==> src/rtl/led_sweep_if.sv <==
// rtl/led_sweep_if.sv - LED sample bus (strobe + 8-bit pattern) between source and decoder
//
// Signals:
//   valid : sample strobe, the pattern is evaluated only when high
//   led   : observed 8-bit LED pattern
// Modports:
//   master : pattern source (drives valid/led)
//   slave  : decoder (observes valid/led)

interface led_sweep_if;
    logic       valid;
    logic [7:0] led;

    modport master (output valid, output led);
    modport slave  (input  valid, input  led);
endinterface

==> src/rtl/led_sweep_decoder.sv <==
// rtl/led_sweep_decoder.sv - receive-side lock/error checker for the 14-phase bouncing LED sweep
//
// Ports:
//   i_clk         : clock, all state updates on posedge
//   i_reset_n     : synchronous reset, active low
//   bus           : led_sweep_if.slave (valid strobe + 8-bit led pattern)
//   o_index       : recovered phase 1..14, 0 = start/unknown
//   o_dir         : 0 = moving toward bit7, 1 = moving toward bit0
//   o_locked      : high while locked onto a clean sequence
//   o_error       : one-cycle pulse on a broken step while locked
//   o_err_count   : saturating count of error pulses
//   o_sweep_count : saturating count of 14->1 wraps seen while locked

module led_sweep_decoder #(
    parameter int LOCK_COUNT = 3,
    parameter int ERR_W      = 8
) (
    input  logic             i_clk,
    input  logic             i_reset_n,
    led_sweep_if.slave       bus,
    output logic [3:0]       o_index,
    output logic             o_dir,
    output logic             o_locked,
    output logic             o_error,
    output logic [ERR_W-1:0] o_err_count,
    output logic [ERR_W-1:0] o_sweep_count
);

    localparam logic [0:0] S_SEARCH = 1'b0;
    localparam logic [0:0] S_LOCKED = 1'b1;

    localparam logic [3:0]       LOCK_TH = 4'(LOCK_COUNT);
    localparam logic [ERR_W-1:0] SAT     = {ERR_W{1'b1}};

    logic [0:0] state;
    logic [3:0] streak;
    logic [7:0] prev_led;

    logic [7:0] cur_led;
    logic       cur_onehot;
    logic       prev_onehot;
    logic [2:0] cur_pos;
    logic [2:0] prev_pos;
    logic       start_step;
    logic       move_up;
    logic       move_down;
    logic       trans_ok;
    logic [3:0] move_phase;
    logic       move_dir;
    logic [3:0] streak_inc;
    logic [3:0] succ;
    logic [7:0] exp_led;

    assign cur_led     = bus.led;
    assign cur_onehot  = (cur_led != 8'h00) && ((cur_led & (cur_led - 8'h01)) == 8'h00);
    assign prev_onehot = (prev_led != 8'h00) && ((prev_led & (prev_led - 8'h01)) == 8'h00);

    always_comb begin
        cur_pos  = 3'd0;
        prev_pos = 3'd0;
        for (int i = 0; i < 8; i++) begin
            if (cur_led[i])  cur_pos  = 3'(i);
            if (prev_led[i]) prev_pos = 3'(i);
        end
    end

    // Positions are widened so that bit7->bit0 never looks like an adjacent step.
    assign start_step = (prev_led == 8'h00) && (cur_led == 8'h01);
    assign move_up    = cur_onehot && prev_onehot && ({1'b0, cur_pos} == {1'b0, prev_pos} + 4'd1);
    assign move_down  = cur_onehot && prev_onehot && ({1'b0, prev_pos} == {1'b0, cur_pos} + 4'd1);
    assign trans_ok   = start_step || move_up || move_down;

    // Descending onto bit0 is the wrap back to phase 1, which counts as ascending.
    assign move_dir   = move_down && (cur_pos != 3'd0);
    assign move_phase = move_dir ? (4'd15 - {1'b0, cur_pos}) : ({1'b0, cur_pos} + 4'd1);
    assign streak_inc = streak + 4'd1;

    always_comb begin
        succ = (o_index == 4'd14) ? 4'd1 : (o_index + 4'd1);
        if (succ <= 4'd8) begin
            exp_led = 8'h01 << (succ - 4'd1);
        end else begin
            exp_led = 8'h01 << (4'd15 - succ);
        end
    end

    assign o_locked = (state == S_LOCKED);

    always_ff @(posedge i_clk) begin
        if (!i_reset_n) begin
            state         <= S_SEARCH;
            streak        <= 4'd0;
            prev_led      <= 8'h00;
            o_index       <= 4'd0;
            o_dir         <= 1'b0;
            o_error       <= 1'b0;
            o_err_count   <= '0;
            o_sweep_count <= '0;
        end else begin
            o_error <= 1'b0;
            if (bus.valid) begin
                // Every sample becomes the reference, including a bad one, so a
                // relock can start from the very sample that broke the lock.
                prev_led <= cur_led;
                if (state == S_SEARCH) begin
                    if (trans_ok) begin
                        o_index <= move_phase;
                        o_dir   <= move_dir;
                        if (streak_inc >= LOCK_TH) begin
                            state  <= S_LOCKED;
                            streak <= 4'd0;
                        end else begin
                            streak <= streak_inc;
                        end
                    end else begin
                        streak  <= 4'd0;
                        o_index <= 4'd0;
                        o_dir   <= 1'b0;
                    end
                end else begin
                    if (cur_led == exp_led) begin
                        o_index <= succ;
                        o_dir   <= (succ >= 4'd9);
                        if ((o_index == 4'd14) && (o_sweep_count != SAT)) begin
                            o_sweep_count <= o_sweep_count + 1'b1;
                        end
                    end else begin
                        o_error <= 1'b1;
                        if (o_err_count != SAT) begin
                            o_err_count <= o_err_count + 1'b1;
                        end
                        state   <= S_SEARCH;
                        streak  <= 4'd0;
                        o_index <= 4'd0;
                        o_dir   <= 1'b0;
                    end
                end
            end
        end
    end

endmodule
==> src/flat_wrapper.sv <==
// flat-port wrapper written by rule: the top's interface ports become plain ports
module led_sweep_decoder_flat 
#(
    parameter int LOCK_COUNT = 3,
    parameter int ERR_W      = 8
)
  (i_clk, i_reset_n, o_index, o_dir, o_locked, o_error, o_err_count, o_sweep_count, bus_valid, bus_led);
  led_sweep_if bus_i ();
  input  logic i_clk;
  input  logic i_reset_n;
  output logic [3:0] o_index;
  output logic o_dir;
  output logic o_locked;
  output logic o_error;
  output logic [ERR_W-1:0] o_err_count;
  output logic [ERR_W-1:0] o_sweep_count;
  input wire logic [$bits(bus_i.valid)-1:0] bus_valid;
  input wire logic [$bits(bus_i.led)-1:0] bus_led;
  assign bus_i.valid = bus_valid;
  assign bus_i.led = bus_led;
  led_sweep_decoder #(.LOCK_COUNT(LOCK_COUNT), .ERR_W(ERR_W)) u_core (.i_clk(i_clk), .i_reset_n(i_reset_n), .bus(bus_i), .o_index(o_index), .o_dir(o_dir), .o_locked(o_locked), .o_error(o_error), .o_err_count(o_err_count), .o_sweep_count(o_sweep_count));
endmodule
==> config.mk <==
export PLATFORM = sky130hd
export DESIGN_NAME = led_sweep_decoder_flat
export DESIGN_NICKNAME = d
export VERILOG_FILES = /design/src/rtl/led_sweep_if.sv /design/src/rtl/led_sweep_decoder.sv /design/src/flat_wrapper.sv
export SDC_FILE = /design/constraint.sdc
export NUM_CORES = 1
export LEC_CHECK = 0
export CAP_MARGIN = 10
export CORE_MARGIN = 1.5
export CORE_UTILIZATION = 35
export CTS_CLUSTER_DIAMETER = 80
export DETAILED_ROUTE_END_ITERATION = 12
export GPL_TIMING_DRIVEN = 0
export MAX_ROUTING_LAYER = met4
export PLACE_DENSITY = 0.58
export RECOVER_POWER = 25
export SYNTH_ARGS = -nofsm -noshare
export SYNTH_HDL_FRONTEND = slang
export SYNTH_SLANG_ARGS = --single-unit
==> constraint.sdc <==
create_clock -name i_clk -period 2.7 [get_ports i_clk]
set_input_delay 0.54 -clock i_clk [delete_from_list [all_inputs] [get_ports i_clk]]
set_output_delay 0.54 -clock i_clk [all_outputs]
set_load 0.02 [all_outputs]
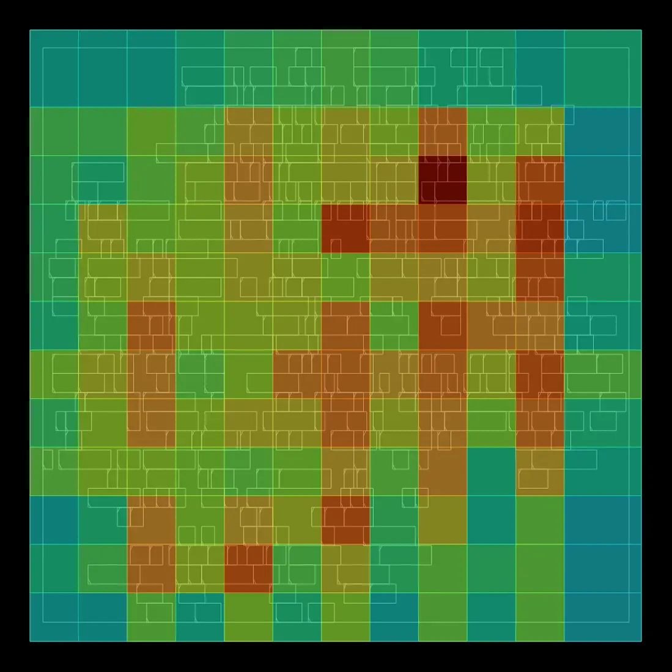
*Routing congestion map*
met2 Use GR: 29.4%
fin util: 48.7%
most used routing layer: met2
met3 GRT Util: 2.56%
M1 GR Usage: 27.1%

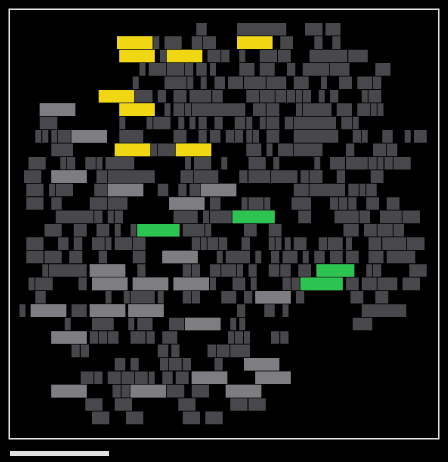
*Sequential cells coloured by netlist name*
Scale bar: 20 um.
name in the netlist	colour	placed flops
`u_core.o_index`	green	4
`u_core.prev_led`	yellow	8
not coloured	23

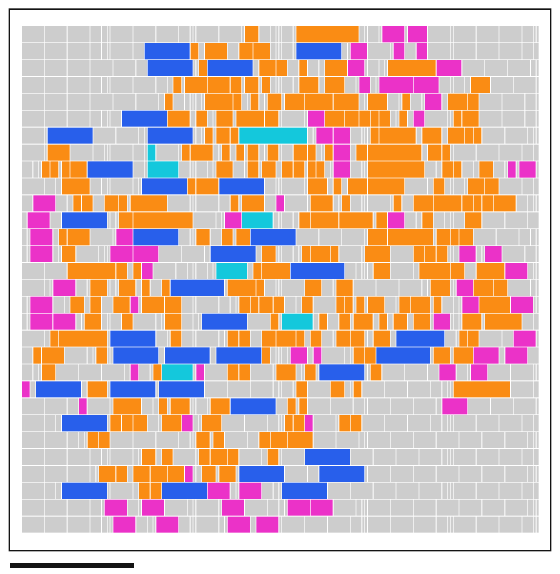
*Placed cells, one colour a class*
Scale bar: 20 um. Fill, decap, tap and diode cells in grey.
class	colour	cells
sequential cells	blue	35
clock drivers and dummy loads	cyan	7
remaining logic cells	orange	258
remaining buffers and delay cells	magenta	68

[final timing paths]
kind | startpoint | to | slack, ps | depth (start not counted)
worst min register to register | u_core.o_err_count[5] | u_core.o_err_count[5] | 490 | 2
worst max register to register | u_core.o_index[0] | u_core.o_sweep_count[3] | -30 | 10
worst max-delay path | u_core.o_index[0] | u_core.o_sweep_count[3] | -30 | 10
worst min-delay path | u_core.o_err_count[5] | u_core.o_err_count[5] | 490 | 2
[final cells by class]
type,count,area [um2],area share (%)
flip-flops and latches,35,713,21.6
plain buffers,18,121,3.67
inverters,18,67.6,2.04
clock inverters,1,30.0,0.907
clock buffers,6,72.6,2.19
multi-input cells,240,1760,53.1
repair buffers,50,427,12.9
well taps,96,120,3.63
[state kept, by name (all words and copies together) (netlist names)]
signal and count:
u_core.o_err_count 8, u_core.o_index 4, u_core.o_sweep_count 8, u_core.o_dir 1, u_core.o_locked 1, u_core.streak 4, u_core.prev_led 8, u_core.o_error 1
[power by group]
group | total, mW | switching (mW) | leakage (nW) | internal [mW]
combinational | 0.275 | 0.155 | 0.861 | 0.120
sequential | 0.540 | 0.0153 | 0.287 | 0.525
clock | 0.459 | 0.188 | 0.0513 | 0.271
[critical path, stage by stage, from the launching register on]
cell	delay [ps]
dfxtp_4	370
nand2b_4	140
a21oi_2	120
nor2_2	70
ha_4	270
a22oi_2	80
nor2_1	90
nand4_1	250
a2111o_1	580
or4_1	550
a21oi_1	130
[logic make-up (layout without fill, tap and decap cells)]
kind of cell | count (synthesis) | in the layout | share of synthesized area (%)
multiplexers | 14 | 14 | 5.74
XOR/XNOR | 7 | 7 | 2.49
AND-OR/OR-AND | 91 | 91 | 25.7
adder cells (fa/ha/maj) | 8 | 8 | 4.07
AND/OR/NAND/NOR | 120 | 120 | 27.1
flip-flops | 35 | 35 | 28.5
buffers and inverters | 37 | 93 | 6.35
[what timing repair did]
action,in CTS,in global routing
resized,36,25
setup buffers,13,6
endpoints found under the setup margin,25,24
cloned,1,0
pin swaps,19,17
[routing by layer]
metal / wire length, um / vias up / GRT usage [%]
met5: 0 / - / -
met4: 51 / 0 / 4.84
li1: - / 1276 / -
met2: 3280 / 58 / 29.4
met1: 3570 / 1232 / 27.1
met3: 272 / 4 / 2.56
[per-stage QoR]
| step | power, mW | std cells | setup WS, ps | instance area [um2] |
|---|---|---|---|---|
| 3_3_place_gp | 0.768 | 438 | -854 | 2890 |
| 4_1_cts | 1.24 | 458 | -44.3 | 3180 |
| 2_1_floorplan | 0.707 | 312 | 12.1 | 2470 |
| 3_5_place_dp | 0.769 | 438 | -837 | 2890 |
| 6_report | 1.27 | 464 | -28.3 | 3310 |
| 5_1_grt | 1.32 | 464 | -127 | 3310 |
==> flow_summary.toml <==
# physical design summary
[outcome]
violations = "setup timing"
outcome = "finished, violations left"

[timing]
tns_ps = -28.3
period_used_pct = 101
setup_violations = 1
finalCriticalPeriod_ps = 2730
setup_ws_ps = -28.3

[detailed_routing]
drc = 0
dr.pass1.iters = 4
first_iter_violations = 130

[clock_network]
clock_path_buffers = 2
cts.sinks = 35
path_clk_slew_ps = 70
clock_tree.root_cell = "clkbuf_8"
hold_buffers = 0

[yosys]
top_cells_by_count = "dfxtp_1 (35), nor2_1 (28), a21oi_1 (24), nand2_1 (21), inv_1 (17)"
ys_cells = 312
ys_async_sr_fraction_pct = 0
topCellsByArea = "dfxtp_1 (28%), mux2i_1 (5.3%), a21oi_1 (4.9%)"
ys_area_mm2 = 0.00246
synth_warnings = 0
fp_nets = 331

[layout]
nets = 387

[worst_setup_path]
critPathRequiredTime_ps = 2920
path_class = "reg -> reg"
crit_arrival_ps = 2940

[die]
dieArea_mm2 = 0.00754

[global_routing]
grtUsageTotal_pct = 19.3

[placement]
gp_congestion = 0.938
Power and IR drop assume default switching activity.
